### src/rtl/key_debounce8.sv
// Eight-key synchroniser and debouncer feeding the 8-to-3 priority encoder.
// "release" is a reserved word, so the release strobe port is named key_release.
module key_debounce8 #(
  parameter int DEBOUNCE_CYCLES = 20000,
  parameter int CNT_W           = 16
) (
  input  logic       clk,
  input  logic       rst,
  input  logic [7:0] key_n,
  input  logic       freeze,
  output logic [7:0] key_db_n,
  output logic [7:0] press,
  output logic [7:0] key_release,
  output logic       any_down
);

  localparam logic [CNT_W-1:0] CNT_MAX = CNT_W'(DEBOUNCE_CYCLES - 1);

  logic [7:0]       sync1;
  logic [7:0]       sync2;
  logic [CNT_W-1:0] cnt [8];

  always_ff @(posedge clk) begin
    if (rst) begin
      sync1       <= 8'hFF;
      sync2       <= 8'hFF;
      key_db_n    <= 8'hFF;
      press       <= 8'h00;
      key_release <= 8'h00;
      for (int i = 0; i < 8; i++) cnt[i] <= '0;
    end else begin
      sync1       <= key_n;
      sync2       <= sync1;
      press       <= 8'h00;
      key_release <= 8'h00;
      for (int i = 0; i < 8; i++) begin
        if (freeze || (sync2[i] == key_db_n[i])) begin
          cnt[i] <= '0;
        end else if (cnt[i] != CNT_MAX) begin
          cnt[i] <= cnt[i] + CNT_W'(1);
        end else begin
          // Level held for the full window: accept it and strobe the edge.
          key_db_n[i]    <= sync2[i];
          cnt[i]         <= '0;
          press[i]       <= ~sync2[i];
          key_release[i] <= sync2[i];
        end
      end
    end
  end

  assign any_down = ~&key_db_n;

endmodule

### config.mk
export PLATFORM = sky130hd
export DESIGN_NAME = key_debounce8
export DESIGN_NICKNAME = d
export VERILOG_FILES = /design/src/rtl/key_debounce8.sv
export SDC_FILE = /design/constraint.sdc
export NUM_CORES = 1
export LEC_CHECK = 0
export ABC_CLOCK_PERIOD_IN_PS = 2400
export CAP_MARGIN = 20
export CORE_MARGIN = 8
export CORE_UTILIZATION = 33
export CTS_BUF_LIST = sky130_fd_sc_hd__clkbuf_8
export DETAILED_ROUTE_END_ITERATION = 16
export GPL_TIMING_DRIVEN = 0
export PLACE_DENSITY = 0.59
export REMOVE_ABC_BUFFERS = 1
export SYNTH_ARGS = -nofsm -noshare
export SYNTH_HDL_FRONTEND = slang
export SYNTH_SLANG_ARGS = --single-unit
export TNS_END_PERCENT = 5
### constraint.sdc
create_clock -name clk -period 2.4 [get_ports clk]
set_input_delay 0.48 -clock clk [delete_from_list [all_inputs] [get_ports clk]]
set_output_delay 0.48 -clock clk [all_outputs]
set_load 0.01 [all_outputs]
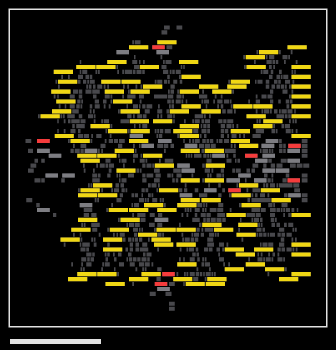
**Above:** run 1 (where the registers sit).
Scale bar: 50 um. Other sequential cells in the stronger gray, the rest of the logic in the fainter gray.
Key: yellow = `cnt` [placed flops 128, where widely spread]; red = `key_release` [placed flops 8]
Final Util: 39.5%
Seq. cell area: 0.00465 mm^2
power in sequential cells: 0.00333 W
flop share of the area: 47.4%

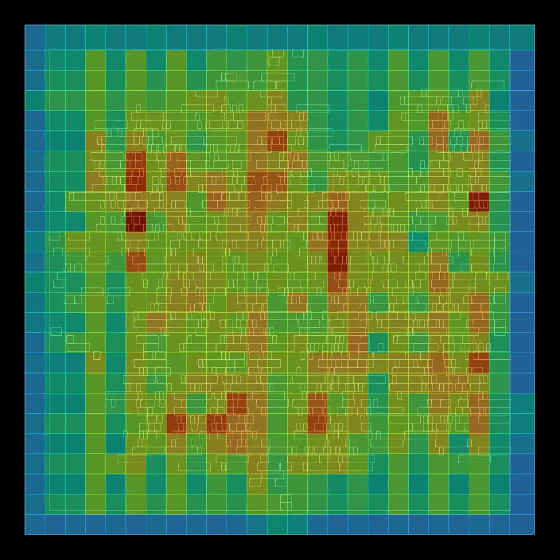
**Above:** run 1 (congestion heat map).
post-DR wirelength/cell: 12.1 um
total routing usage reported by global routing: 10.6%
met3 layer usage reported by global route: 3.47%

==> CHANGELOG.md, run 1 <==
### Implementation results

* Largest register FFs at 128
* Sequential cell area fraction in the yosys report at 56.2%
* Tmin final at 2280 ps
* Wire length of the first global-routing pass at between 20,000 and 30,000 um
* Vertical die dimension at 174 um
* Detailed placement HPWL at 11,100 um
* Total met2 wirelength after detailed routing at 7020 um
* Average vias per placed instance at 4.53
* Adder-Cell Fraction of Synth Area at 1.21%
* Critical path arrival at 1800 ps
* Share of total power consumed by net switching at between 20% and 30%
* Overall power consumption at ~0.0055 W
* Dominant register cell in the synthesized netlist: edfxtp_1
* Clk_skew at about 19 ps
* Dominant cells by area after synthesis: edfxtp_1 47%, dfxtp_1 9.7%, xnor2_1 7.5%
* Port buffer count at 35
* Run status: finished, final reports clean
* Minimum setup slack in the final design at between 100 and 150 ps
* Clock tree root buffer cell: clkbuf_8
* Non-clk buf share at 3.63%
* Starting utilization of the core area at 33.2%
* Worst IR Drop VDD at 0.235 mV
* Crit path buf inv count at 1
* Number of buffers inserted to repair setup after CTS at 0
* Simple logic cell fraction of the synthesized area at between 20% and 30%
* Worst-case register-to-register setup slack at 150 ps
* Achievable Freq at roughly 0.44 GHz
* Buffers from clock root to sink, at most at 2
* Power consumed by combinational cells at roughly 0.00022 W
* Share of async-settable or async-resettable flops after synthesis at 0%
* Proportion of layout cells with a drive suffix above 1 at 7.86%
* Required arrival time at the worst endpoint at between 1500 and 2000 ps
* Internal power consumption at 0.00415 W
* Area growth, synth to finish at 19.0%
* Met3 wirelength from detailed routing at 684 um
* Comb area at 0.00392 mm^2
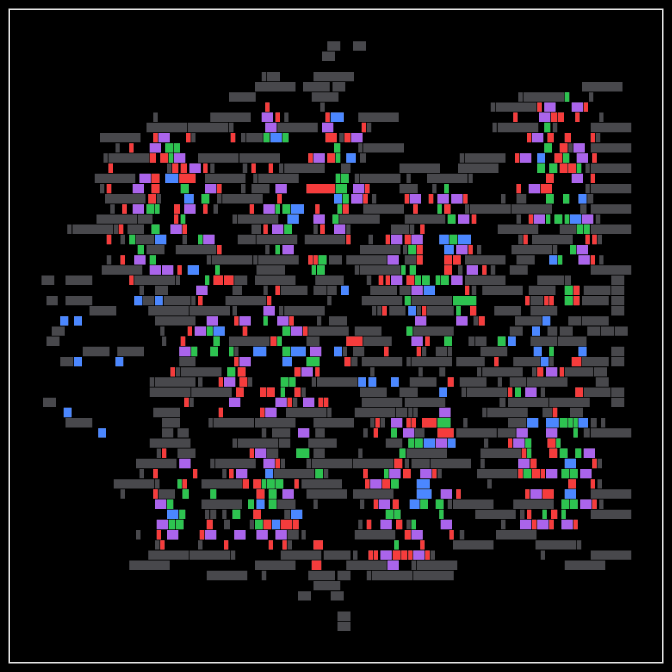
**Above:** run 1 (selected gate families).
Key: blue = and/or cells [cells 58]; purple = xor and xnor cells [cells 113]; green = nand cells [cells 130]; red = nor cells [cells 215]
most frequent logic cell in the layout: nor2_1
fraction of area in multi-input gates: 39.9%
filler-free cell count of the finished design: 1,272

**Run 1: clock network drawn from the DEF**

Scale bar: 50 um.
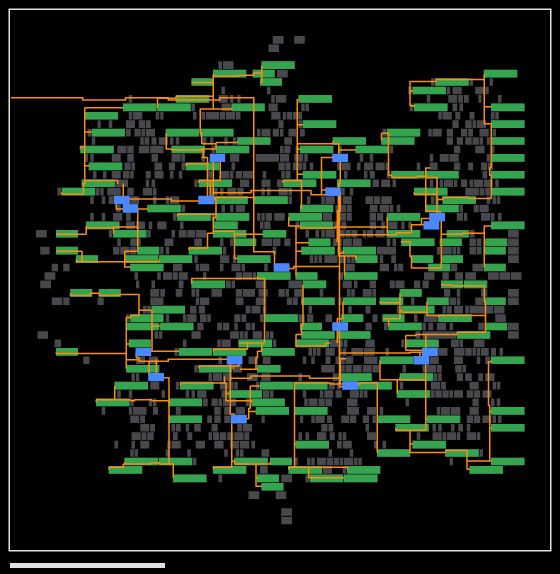

==> inputs of run 2 (changes only) <==
Settings changed: CAP_MARGIN 20 to 15, GPL_TIMING_DRIVEN 0 to 1.
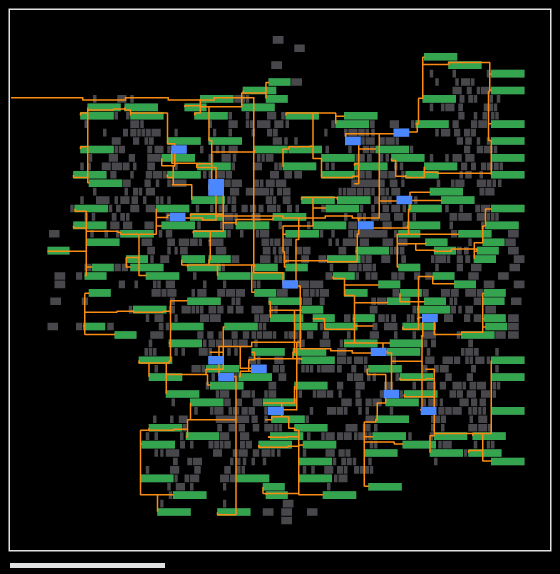
**Above:** run 2 (clock network drawn from the DEF).
Scale bar: 50 um.
Key: green = flip-flops [count 168]; blue = clock drivers [count 17]; orange = clock wires [length 2,220 um]
There are 18 routed clock nets. Position of the flops: widely spread.
clock latency on the worst-skew pair: 460 ps
clock network power share: 36.8%
power attributed to the clock group: 0.00208 W
clk_skew: 19.7 ps

==> run 2 against run 1 <==
Net effect:
- synthesized cell count unchanged
- cell count increased by 1.5%
- core utilization increased by 0.52 points
- synthesized area unchanged
- non-clock buffer count increased by 19
- highest routed layer is now met5
==> CHANGELOG.md, run 2 <==
### Implementation results

* Proportion of layout cells with a drive suffix above 1 at 8.74% (+0.89 points)
* Non-clk buf share at 5.03% (+1.4 points)
* Run status: finished, final reports clean
* Met3 layer usage reported by global route at 3.56% (+0.087 points)
* Worst-case register-to-register setup slack at 170 ps (+20 ps)
* Simple logic cell fraction of the synthesized area at 25.8% (unchanged)
* Total met2 wirelength after detailed routing at 6890 um (-1.8%)
* Fraction of area in multi-input gates at 39.0% (-0.90 points)
* Share of async-settable or async-resettable flops after synthesis at 0% (unchanged)
* Required arrival time at the worst endpoint at 1920 ps (about the same)
* Starting utilization of the core area at 33.2% (unchanged)
* Critical path arrival at 1800 ps (about the same)
* Sequential cell area fraction in the yosys report at 56.2% (unchanged)
* Clock tree root buffer cell: clkbuf_8
* Tmin final at 2280 ps (-6.10 ps)
* Post-DR wirelength/cell at 12.0 um (-1.1%)
* Filler-free cell count of the finished design at 1,291 (+1.5%)
* Buffers from clock root to sink, at most at 2 (unchanged)
* Adder-Cell Fraction of Synth Area at 1.21% (unchanged)
* Worst IR Drop VDD at 0.248 mV (+5.4%)
* Total routing usage reported by global routing at 10.6% (-0.075 points)
* Number of buffers inserted to repair setup after CTS at 0 (unchanged)
* Vertical die dimension at 174 um (unchanged)
* Area growth, synth to finish at 20.5%
* Crit path buf inv count at 1 (unchanged)
* Largest register FFs at 128 (unchanged)
* Minimum setup slack in the final design at 122 ps (+6.10 ps)
* Port buffer count at 35 (unchanged)
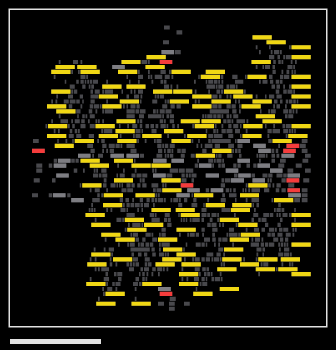
**Above:** run 2 (where the registers sit).
Scale bar: 50 um. Other sequential cells in the stronger gray, the rest of the logic in the fainter gray.
Key: red = `key_release` [placed flops 8]; yellow = `cnt` [placed flops 128, where widely spread]
Final Util: 40.0%
power in sequential cells: 0.00332 W
Seq. cell area: 0.00465 mm^2
flop share of the area: 46.7%

No activity file was given, so power comes from the tool's default toggle rates.
